==> config.mk <==
export PLATFORM = sky130hd
export DESIGN_NAME = pll_drp_ctrl_flat
export DESIGN_NICKNAME = d
export VERILOG_FILES = /design/src/rtl/pll_drp_ctrl_if.sv /design/src/rtl/pll_drp_ctrl.sv /design/src/flat_wrapper.sv
export SDC_FILE = /design/constraint.sdc
export NUM_CORES = 1
export LEC_CHECK = 0
export ABC_AREA = 1
export CORE_UTILIZATION = 45
export CTS_CLUSTER_SIZE = 14
export DETAILED_ROUTE_END_ITERATION = 12
export HOLD_SLACK_MARGIN = 0.06
export PLACE_DENSITY = 0.77
export SLEW_MARGIN = 40
export SYNTH_ARGS = -nofsm -noshare
export SYNTH_HDL_FRONTEND = slang
export SYNTH_SLANG_ARGS = --single-unit
export TNS_END_PERCENT = 1
==> constraint.sdc <==
create_clock -name dclk_i -period 2 [get_ports dclk_i]
set_clock_uncertainty 0.05 [all_clocks]
set_input_delay 0.3 -clock dclk_i [delete_from_list [all_inputs] [get_ports dclk_i]]
set_output_delay 0.3 -clock dclk_i [all_outputs]
set_load 0.02 [all_outputs]
==> src/rtl/pll_drp_ctrl_if.sv <==
// -----------------------------------------------------------------------------
// Bus interfaces for pll_drp_ctrl.
//
// pll_req_if : masked register-write request stream (sequencer -> controller)
//   valid/ready : handshake, a beat transfers when both are high
//   addr        : DRP register address
//   mask        : 1 = keep the old register bit, 0 = take the bit from data
//   data        : new bit values
//   last        : final request of a reconfiguration sequence
//
// pll_drp_if : DRP port plus reset/lock of the PLL (controller -> PLL)
//   daddr/den/dwe/di : DRP address, enable, write enable, write data
//   dout/drdy        : DRP read data and ready (DO/DRDY on the primitive)
//   pll_rst          : PLL RST input, active-high
//   locked           : PLL LOCKED output
// -----------------------------------------------------------------------------
interface pll_req_if;
  logic        valid;
  logic        ready;
  logic [6:0]  addr;
  logic [15:0] mask;
  logic [15:0] data;
  logic        last;

  modport master (output valid, addr, mask, data, last, input ready);
  modport slave  (input valid, addr, mask, data, last, output ready);
endinterface

interface pll_drp_if;
  logic [6:0]  daddr;
  logic        den;
  logic        dwe;
  logic [15:0] di;
  logic [15:0] dout;
  logic        drdy;
  logic        pll_rst;
  logic        locked;

  modport master (output daddr, den, dwe, di, pll_rst, input dout, drdy, locked);
  modport slave  (input daddr, den, dwe, di, pll_rst, output dout, drdy, locked);
endinterface

==> src/rtl/pll_drp_ctrl.sv <==
// -----------------------------------------------------------------------------
// pll_drp_ctrl : DRP initiator that reconfigures a PLL at run time.
//
// Each accepted request performs one read-modify-write of a DRP register:
// new = (old & mask) | (data & ~mask). The PLL is held in reset from the
// first accept until the write of the request marked last completes, then
// released; the controller waits for LOCKED to go low and come back high.
//
// Ports:
//   dclk_i  : DRP clock, the only clock
//   rst_ni  : asynchronous active-low reset
//   req     : request stream (pll_req_if.slave)
//   drp     : DRP port, PLL reset and LOCKED (pll_drp_if.master)
//   busy_o  : high whenever the controller is not idle
//   done_o  : one-cycle pulse when LOCKED is regained after the last request
//   error_o : sticky timeout flag, cleared by the next request accepted in idle
//
// All outputs come straight from flops.
// -----------------------------------------------------------------------------
module pll_drp_ctrl #(
  parameter int DRDY_TIMEOUT = 64,
  parameter int LOCK_TIMEOUT = 4096
) (
  input  logic      dclk_i,
  input  logic      rst_ni,
  pll_req_if.slave  req,
  pll_drp_if.master drp,
  output logic      busy_o,
  output logic      done_o,
  output logic      error_o
);

  localparam int TMAX = (DRDY_TIMEOUT > LOCK_TIMEOUT) ? DRDY_TIMEOUT : LOCK_TIMEOUT;
  localparam int TW   = $clog2(TMAX) + 1;

  typedef enum logic [2:0] {
    S_IDLE,
    S_READ,
    S_WAIT_RD,
    S_WRITE,
    S_WAIT_WR,
    S_HOLD,
    S_WAIT_LOCK
  } state_e;

  state_e        state_q, state_d;
  logic [6:0]    addr_q, addr_d;
  logic [15:0]   mask_q, mask_d;
  logic [15:0]   data_q, data_d;
  logic          last_q, last_d;
  logic [TW-1:0] timer_q, timer_d;
  logic          seen_low_q, seen_low_d;
  logic          ready_q, ready_d;
  logic          busy_q, busy_d;
  logic          done_q, done_d;
  logic          error_q, error_d;
  logic          den_q, den_d;
  logic          dwe_q, dwe_d;
  logic          pll_rst_q, pll_rst_d;
  logic [15:0]   di_q, di_d;

  logic          accept;
  logic [TW-1:0] timer_inc;
  logic          drdy_expired;
  logic          lock_expired;
  logic          in_wait;

  assign accept    = req.valid & ready_q;
  assign timer_inc = timer_q + TW'(1);
  // timer_q counts cycles already spent in the current wait state, so the
  // cycle in which timer_inc hits the limit is the last one allowed.
  assign drdy_expired = (timer_inc == TW'(DRDY_TIMEOUT));
  assign lock_expired = (timer_inc == TW'(LOCK_TIMEOUT));
  assign in_wait = (state_q == S_WAIT_RD) || (state_q == S_WAIT_WR) ||
                   (state_q == S_WAIT_LOCK);

  always_comb begin
    state_d    = state_q;
    addr_d     = addr_q;
    mask_d     = mask_q;
    data_d     = data_q;
    last_d     = last_q;
    seen_low_d = seen_low_q;
    error_d    = error_q;
    pll_rst_d  = pll_rst_q;
    di_d       = di_q;
    den_d      = 1'b0;
    dwe_d      = 1'b0;
    done_d     = 1'b0;
    timer_d    = '0;

    case (state_q)
      S_IDLE, S_HOLD: begin
        if (accept) begin
          addr_d    = req.addr;
          mask_d    = req.mask;
          data_d    = req.data;
          last_d    = req.last;
          pll_rst_d = 1'b1;
          error_d   = 1'b0;
          den_d     = 1'b1;   // READ cycle drives DEN straight from the flop
          state_d   = S_READ;
        end
      end

      S_READ: state_d = S_WAIT_RD;

      S_WAIT_RD: begin
        if (drp.drdy) begin
          // Merge is computed from DO as it arrives so DI is ready in WRITE.
          di_d    = (drp.dout & mask_q) | (data_q & ~mask_q);
          den_d   = 1'b1;
          dwe_d   = 1'b1;
          state_d = S_WRITE;
        end else if (drdy_expired) begin
          error_d   = 1'b1;
          pll_rst_d = 1'b0;
          state_d   = S_IDLE;
        end
      end

      S_WRITE: state_d = S_WAIT_WR;

      S_WAIT_WR: begin
        if (drp.drdy) begin
          if (last_q) begin
            pll_rst_d  = 1'b0;
            seen_low_d = 1'b0;
            state_d    = S_WAIT_LOCK;
          end else begin
            state_d = S_HOLD;
          end
        end else if (drdy_expired) begin
          error_d   = 1'b1;
          pll_rst_d = 1'b0;
          state_d   = S_IDLE;
        end
      end

      S_WAIT_LOCK: begin
        // LOCKED may still be high from before the reconfiguration; only a
        // high seen after at least one low counts as a fresh lock.
        if (drp.locked && seen_low_q) begin
          done_d  = 1'b1;
          state_d = S_IDLE;
        end else begin
          if (!drp.locked) seen_low_d = 1'b1;
          if (lock_expired) begin
            error_d   = 1'b1;
            pll_rst_d = 1'b0;
            state_d   = S_IDLE;
          end
        end
      end

      default: state_d = S_IDLE;
    endcase

    if (in_wait && (state_d == state_q)) timer_d = timer_inc;

    ready_d = (state_d == S_IDLE) || (state_d == S_HOLD);
    busy_d  = (state_d != S_IDLE);
  end

  always_ff @(posedge dclk_i or negedge rst_ni) begin
    if (!rst_ni) begin
      state_q    <= S_IDLE;
      addr_q     <= '0;
      mask_q     <= '0;
      data_q     <= '0;
      last_q     <= 1'b0;
      timer_q    <= '0;
      seen_low_q <= 1'b0;
      ready_q    <= 1'b0;
      busy_q     <= 1'b0;
      done_q     <= 1'b0;
      error_q    <= 1'b0;
      den_q      <= 1'b0;
      dwe_q      <= 1'b0;
      pll_rst_q  <= 1'b0;
      di_q       <= '0;
    end else begin
      state_q    <= state_d;
      addr_q     <= addr_d;
      mask_q     <= mask_d;
      data_q     <= data_d;
      last_q     <= last_d;
      timer_q    <= timer_d;
      seen_low_q <= seen_low_d;
      ready_q    <= ready_d;
      busy_q     <= busy_d;
      done_q     <= done_d;
      error_q    <= error_d;
      den_q      <= den_d;
      dwe_q      <= dwe_d;
      pll_rst_q  <= pll_rst_d;
      di_q       <= di_d;
    end
  end

  assign req.ready   = ready_q;
  assign drp.daddr   = addr_q;
  assign drp.den     = den_q;
  assign drp.dwe     = dwe_q;
  assign drp.di      = di_q;
  assign drp.pll_rst = pll_rst_q;
  assign busy_o      = busy_q;
  assign done_o      = done_q;
  assign error_o     = error_q;

endmodule

==> src/flat_wrapper.sv <==
// flat-port wrapper written by rule: the top's interface ports become plain ports
module pll_drp_ctrl_flat 
#(
  parameter int DRDY_TIMEOUT = 64,
  parameter int LOCK_TIMEOUT = 4096
)
  (dclk_i, rst_ni, busy_o, done_o, error_o, req_valid, req_addr, req_mask, req_data, req_last, req_ready, drp_daddr, drp_den, drp_dwe, drp_di, drp_pll_rst, drp_dout, drp_drdy, drp_locked);
  pll_req_if req_i ();
  pll_drp_if drp_i ();
  input  logic dclk_i;
  input  logic rst_ni;
  output logic busy_o;
  output logic done_o;
  output logic error_o;
  input wire logic [$bits(req_i.valid)-1:0] req_valid;
  input wire logic [$bits(req_i.addr)-1:0] req_addr;
  input wire logic [$bits(req_i.mask)-1:0] req_mask;
  input wire logic [$bits(req_i.data)-1:0] req_data;
  input wire logic [$bits(req_i.last)-1:0] req_last;
  output wire logic [$bits(req_i.ready)-1:0] req_ready;
  output wire logic [$bits(drp_i.daddr)-1:0] drp_daddr;
  output wire logic [$bits(drp_i.den)-1:0] drp_den;
  output wire logic [$bits(drp_i.dwe)-1:0] drp_dwe;
  output wire logic [$bits(drp_i.di)-1:0] drp_di;
  output wire logic [$bits(drp_i.pll_rst)-1:0] drp_pll_rst;
  input wire logic [$bits(drp_i.dout)-1:0] drp_dout;
  input wire logic [$bits(drp_i.drdy)-1:0] drp_drdy;
  input wire logic [$bits(drp_i.locked)-1:0] drp_locked;
  assign req_i.valid = req_valid;
  assign req_i.addr = req_addr;
  assign req_i.mask = req_mask;
  assign req_i.data = req_data;
  assign req_i.last = req_last;
  assign req_ready = req_i.ready;
  assign drp_daddr = drp_i.daddr;
  assign drp_den = drp_i.den;
  assign drp_dwe = drp_i.dwe;
  assign drp_di = drp_i.di;
  assign drp_pll_rst = drp_i.pll_rst;
  assign drp_i.dout = drp_dout;
  assign drp_i.drdy = drp_drdy;
  assign drp_i.locked = drp_locked;
  pll_drp_ctrl #(.DRDY_TIMEOUT(DRDY_TIMEOUT), .LOCK_TIMEOUT(LOCK_TIMEOUT)) u_core (.dclk_i(dclk_i), .rst_ni(rst_ni), .req(req_i), .drp(drp_i), .busy_o(busy_o), .done_o(done_o), .error_o(error_o));
endmodule
==> flow_metrics.tcl, run 1 <==
# implementation run metrics
set metrics [dict create \
    run_status "finished with violations" \
    violations "setup timing" \
    n_clock_buffer 11 \
    area_growth_pct 39.82 \
    switching_power_mw 2.474 \
    tool_warnings 28 \
    peakVddDrop_uv 793.8 \
    fp_util_pct 47.37 \
    die_width_um 93.12 \
    start_kind "flop" \
    ys_top_cells_by_count "nand2_1, dfrtp_1, inv_1" \
    antenna_found_initial 0 \
    rr_startpoint "u_core.timer_q[1]" \
    power_leader "combinational cells" \
    die_h_um 93.12 \
    layout.nets 657 \
    ff_type "dfrtp_1" \
    core-area_um2 7888 \
    clk_path_buf_depth 2 \
    crit_top_cell "nand3_1" \
    internal_power_mw 4.100 \
    p_sw_share_pct 37.64 \
    ys.flops 80 \
    p_seq_mw 2.61 \
    maxCapViolations 0 \
    power.density_nw_per_um2 1259 \
    antenna_cells 0 \
    fin_ws_ps -182.3 \
    slew_viol_final 0 \
    synthCells 477 \
    clock_area_share_pct 4.120 \
    logic_gate_count 328 \
    wl_per_cell_um 12.07 \
    power_frac_comb_pct 41.1 \
    crit_path_end_kind "flop" \
    grt_pass1_vias 3142 \
    cts_max_level 3 \
    grt_pass1_wl_um 14040 \
    taps 102 \
    tightest_slew_ps 446.7 \
    top_cell "nand2_1" \
    post-cts-setup-buffers 0 \
    std_cell_rows 32 \
    grt_start_max_net_pins 48 \
    ys_cells 477 \
    ys_async_sr_fraction_pct 100.0 \
    via_per_inst 4.744 \
    holdWs_ps 383.1 \
    place_ws_ps -199.5 \
    dpl-instance-area_um2 4977 \
    min_path_type "in2async" \
    largest_cell_class "flip-flops and latches" \
    clockPowerShare_pct 19.2 \
    fmax_ghz 0.4582 \
    ys_sh_xor_pct 0.2344 \
    place_congestion 0.8871 \
    max_stage_delay_ps 440 \
    p_leak_nw 2.595 \
    ys_seq_share_pct 53.58 \
    worst_setup_hold_path_clk_slew_ps 90 \
    port_buffers 90 \
    seq_share_pct 38.40 \
    top_area_share_pct 53.58 \
    p_total_mw 6.574 \
    reg2reg_slack_ps -180 \
    synthMuxAreaShare_pct 0 \
    place_hpwl_um 6140 \
    fin_util_pct 66.23 \
    syn_area_per_cell_um2 7.832 \
    drive_gt1_share_pct 12.50 \
    synth.cell_area_um2 3736 \
    synth_warnings 0 \
    setup_violations 15 \
    drcViolationCount 0 \
    dr.pass1.iters 4 \
    top_logic_kind "simple AND/OR/NAND/NOR gates" \
    crit_start "u_core.timer_q[1]" \
    hold_viol 0 \
    insertion_delay_ps 340 \
    floorplan.nets 539 \
    postCtsHoldBufs 1 \
    final_area_um2 5224 \
    die_area_um2 8670 \
    critPathTopFamily "simple AND/OR/NAND/NOR gates" \
    logic_area_um2 1498 \
    cts-root-buf "clkbuf_8" \
    grt_overflow 0 \
    worst-path-stages 15 \
    edf_count 0 \
    cp_num_buf_inv 1 \
    placed_cells 685 \
    cp_data_arrival_time_ps 2360 \
    reg2reg_to "u_core.timer_q[1]" \
    nFillCells 639 \
    pg_comb_mw 2.70 \
    power.share.sequential_pct 39.7 \
    crit_type "reg2reg" \
    finalClockPeriodUsage_pct 109.1 \
    nNonClkBuffers 121 \
    largest_area_cell "dfrtp_1" \
    synth.distinct_cells 28 \
    slew_headroom_pct 70.22 \
]
run 1: cell usage in the layout, fill, tap and decap left out, types with 2 or more instances in the layout:
master	instances
a21oi_1	4
buf_12	3
buf_4	28
clkbuf_8	11
clkdlybuf4s50_1	89
clkinv_4	2
dfrtp_1	77
dfrtp_2	3
inv_1	54
nand2_1	202
nand2_4	2
nand3_1	21
nand3_2	3
nand4_1	8
nor2_1	22
nor2_2	6
nor2_4	6
nor3_1	3
nor3_2	2
o21ai_0	38
run 1: layer usage:
layer / share of wire, % / global-route usage (%) / vias to the layer above
met1: 46 / 27.76 / 1525
met3: 6.6 / 6.098 / 5
met2: 46 / 32.17 / 89
li1: - / - / 1711
met4: 0.58 / 5.256 / 0
met5: 0 / 0 / -
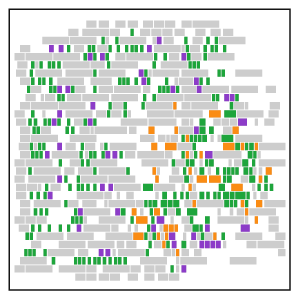
(run_1/gate_families.png)
Scale: 3 px per µm.
legend:
  orange:
    family: NOR gates
    cells: 39
  purple:
    family: inverting AOI/OAI gates
    cells: 48
  green:
    family: NAND gates
    cells: 237
    where: all over the die
Cell Count, Final, Fillers Out: 702
dominant logic cell type in the layout: nand2_1
Comb area share: 28.67%

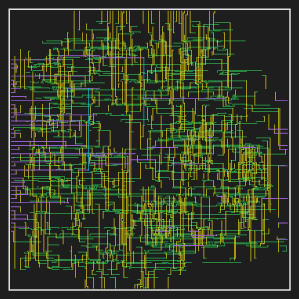
(run_1/metal_stack.png)
Scale: 3 px per µm.
legend:
  purple:
    layer: met3
    wire_length: 556 µm
  cyan:
    layer: met4
    wire_length: 49.6 µm
  yellow:
    layer: met2
    wire_length: 3,940 µm
  green:
    layer: met1
    wire_length: 3,930 µm
Total GRT Usage: 20.49%
Routed WL: 8470 µm
total number of vias: 3,330

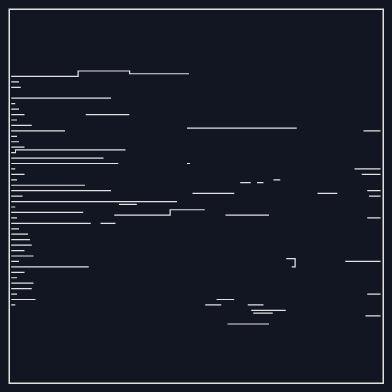
(run_1/met3.png)
Scale: 4 px per µm.
wire length on this layer: 556 µm
main direction: horizontal
nets with wire on the layer: 66
longest straight run: 41.2 µm
GRT met3 Usage: 6.098%

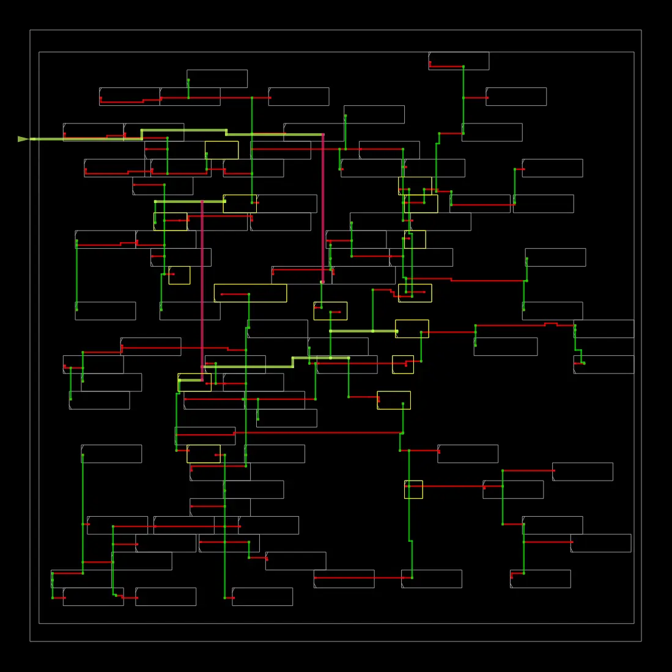
(run_1/final_clocks.png)
clk pwr: 1.26 mW
Flops: 80
# clock sinks: 80
CTS buffer count: 9

==> run 2: changes to the inputs <==
--- a/config.mk
+++ b/config.mk
@@ -6,6 +6,7 @@
 export NUM_CORES = 1
 export LEC_CHECK = 0
 export ABC_AREA = 1
+export ABC_CLOCK_PERIOD_IN_PS = 2000
 export CORE_UTILIZATION = 45
 export CTS_CLUSTER_SIZE = 14
 export DETAILED_ROUTE_END_ITERATION = 12
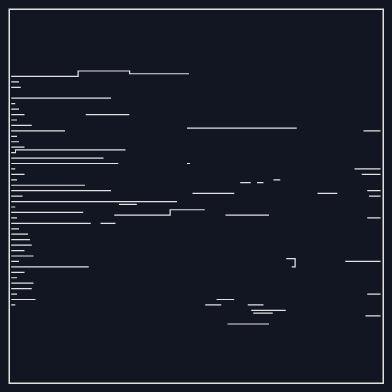
(run_2/met3.png)
Scale: 4 px per µm.

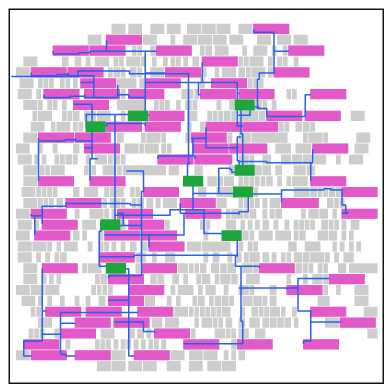
(run_2/clock_map.png)
Scale: 4 px per µm.
legend:
  magenta:
    item: flip-flops
    count: 80
  green:
    item: cells driving clock nets
    count: 9
  blue:
    item: clock wires
    length: 994 µm
flops lie: all over the die
routed clock nets: 10

==> run 2 against run 1 <==
The run still ends with setup timing left. Register-to-register slack about the same. Via count did not move. Flip-flop count stayed put. Global-route usage unchanged. Critical path type unchanged. Critical endpoint unchanged. Highest routed layer unchanged.
==> flow_metrics.tcl, run 2 <==
# implementation run metrics
set metrics [dict create \
    reg2reg_to "u_core.timer_q[1]" \
    gr-max-usage-layer "met2" \
    drtIter0Drc 153 \
    synth.cell_area_um2 3736 \
    worst-path-stages 15 \
    drive_gt1_share_pct 12.50 \
    crit_path_end_kind "flop" \
    insertion_delay_ps 340 \
    post-cts-setup-buffers 0 \
    grt_usage_pct 20.49 \
    hold_viol 0 \
    final_area_um2 5224 \
    cp_data_arrival_time_ps 2360 \
    area_leaders "dfrtp_1, nand2_1, inv_1, o21ai_0, nand3_1" \
    met2_length_um 3935 \
    std_cell_rows 32 \
    synthCells 477 \
    power.share.sequential_pct 39.7 \
    cp-endpoint "u_core.timer_q[1]" \
    grt_start_max_net_pins 48 \
    met1Wirelength_um 3928 \
    setup_violations 15 \
    cts-root-buf "clkbuf_8" \
    critPathRequiredTime_ps 2180 \
    finalClockPeriodUsage_pct 109.1 \
    tool_warnings 28 \
    postCtsHoldBufs 1 \
    fin_util_pct 66.23 \
    ys_cells 477 \
    power.density_nw_per_um2 1259 \
    switching_power_mw 2.474 \
    floorplan.nets 539 \
    die_area_um2 8670 \
    clk_path_buf_depth 2 \
    peakVddDrop_uv 793.8 \
    dr.pass1.iters 4 \
    largest_area_cell "dfrtp_1" \
    power_leader "combinational cells" \
    routed_wl_um 8470 \
    run_status "finished with violations" \
    antenna_cells 0 \
    layout.nets 657 \
    wl_met3_um 555 \
    p_total_mw 6.574 \
    antenna_found_initial 0 \
    top_area_share_pct 53.58 \
    place_hpwl_um 6140 \
    fmax_ghz 0.4582 \
    vias 3330 \
    gr-usage-met3_pct 6.098 \
    fp_util_pct 47.37 \
    ant_nets 0 \
    cp_num_buf_inv 1 \
    ys_top_cells_by_count "nand2_1, dfrtp_1, inv_1" \
    max_stage_delay_ps 440 \
    place_ws_ps -199.5 \
    rsz0062_at_grt "true" \
    reg2reg_slack_ps -180 \
    power_frac_comb_pct 41.1 \
    ys.flops 80 \
    fin_ws_ps -182.3 \
    edf_count 0 \
    layout.cells.most_common "nand2_1" \
    die_width_um 93.12 \
    grt_overflow 0 \
    crit_type "reg2reg" \
    dpl-instance-area_um2 4977 \
    placed_cells 685 \
    place_congestion 0.8871 \
    pg_clk_mw 1.26 \
    cts_max_level 3 \
    cts_buffers 9 \
    p_leak_nw 2.595 \
    slew_viol_final 0 \
    met1_usage_pct 27.76 \
    worst_setup_hold_path_clk_slew_ps 90 \
    drcViolationCount 0 \
    grt_pass1_wl_um 14040 \
    tightest_slew_ps 446.7 \
    maxCapViolations 0 \
    ff_type "dfrtp_1" \
    synth.distinct_cells 28 \
    p_sw_share_pct 37.64 \
    gr-usage-met2_pct 32.17 \
    pg_comb_mw 2.70 \
    syn_area_per_cell_um2 7.832 \
    worstPathCellList "ha_4 -> nand2_4 -> nor2_4 -> nand2_2 -> o21ai_2 -> nand3_2 -> nor2_4 -> nand3_1 -> nand2_1 -> nand3_1 -> nand3_1 -> nand2_1 -> nand3_2 -> buf_12 -> nor2_1" \
    rr_startpoint "u_core.timer_q[1]" \
    core-area_um2 7888 \
    top_cell "nand2_1" \
    highest_layer "met4" \
    cts_resized 2 \
    violations "setup timing" \
    synth_warnings 0 \
    clockPowerShare_pct 19.2 \
    holdWs_ps 383.1 \
    crit_top_cell "nand3_1" \
    grt_pass1_vias 3142 \
    layout_top_cells "nand2_1, clkdlybuf4s50_1, dfrtp_1" \
    slew_headroom_pct 70.22 \
    ys_async_sr_fraction_pct 100.0 \
    via_per_inst 4.744 \
    port_buffers 90 \
    ys_seq_share_pct 53.58 \
    wl_per_cell_um 12.07 \
    die_h_um 93.12 \
    start_kind "flop" \
    cts_sinks 80 \
    crit_start "u_core.timer_q[1]" \
    instances_no_fill 702 \
    internal_power_mw 4.100 \
    critPathTopFamily "simple AND/OR/NAND/NOR gates" \
    min_path_type "in2async" \
    p_seq_mw 2.61 \
    area_growth_pct 39.82 \
]
## run 2: layout make-up
type | count | area (µm²)
fillers | 639 | 2664
flip-flops and latches | 80 | 2006
multi-input cells | 328 | 1498
well taps | 102 | 127.6
repair buffers | 121 | 1171
inverters | 55 | 206.4
clock inverters | 5 | 63.81
clock buffers | 11 | 151.4
## run 2: kinds of logic (layout without fill, tap and decap cells)
logic type | after synthesis | in the layout | synth area share [%]
AND-OR/OR-AND | 49 | 49 | 6.899
XOR/XNOR | 1 | 1 | 0.2345
adder cells (fa/ha/maj) | 1 | 1 | 0.3348
buffers and inverters | 69 | 192 | 7.367
flip-flops | 80 | 80 | 53.58
AND/OR/NAND/NOR | 277 | 277 | 31.58
Power is estimated from default activity; no workload was simulated.
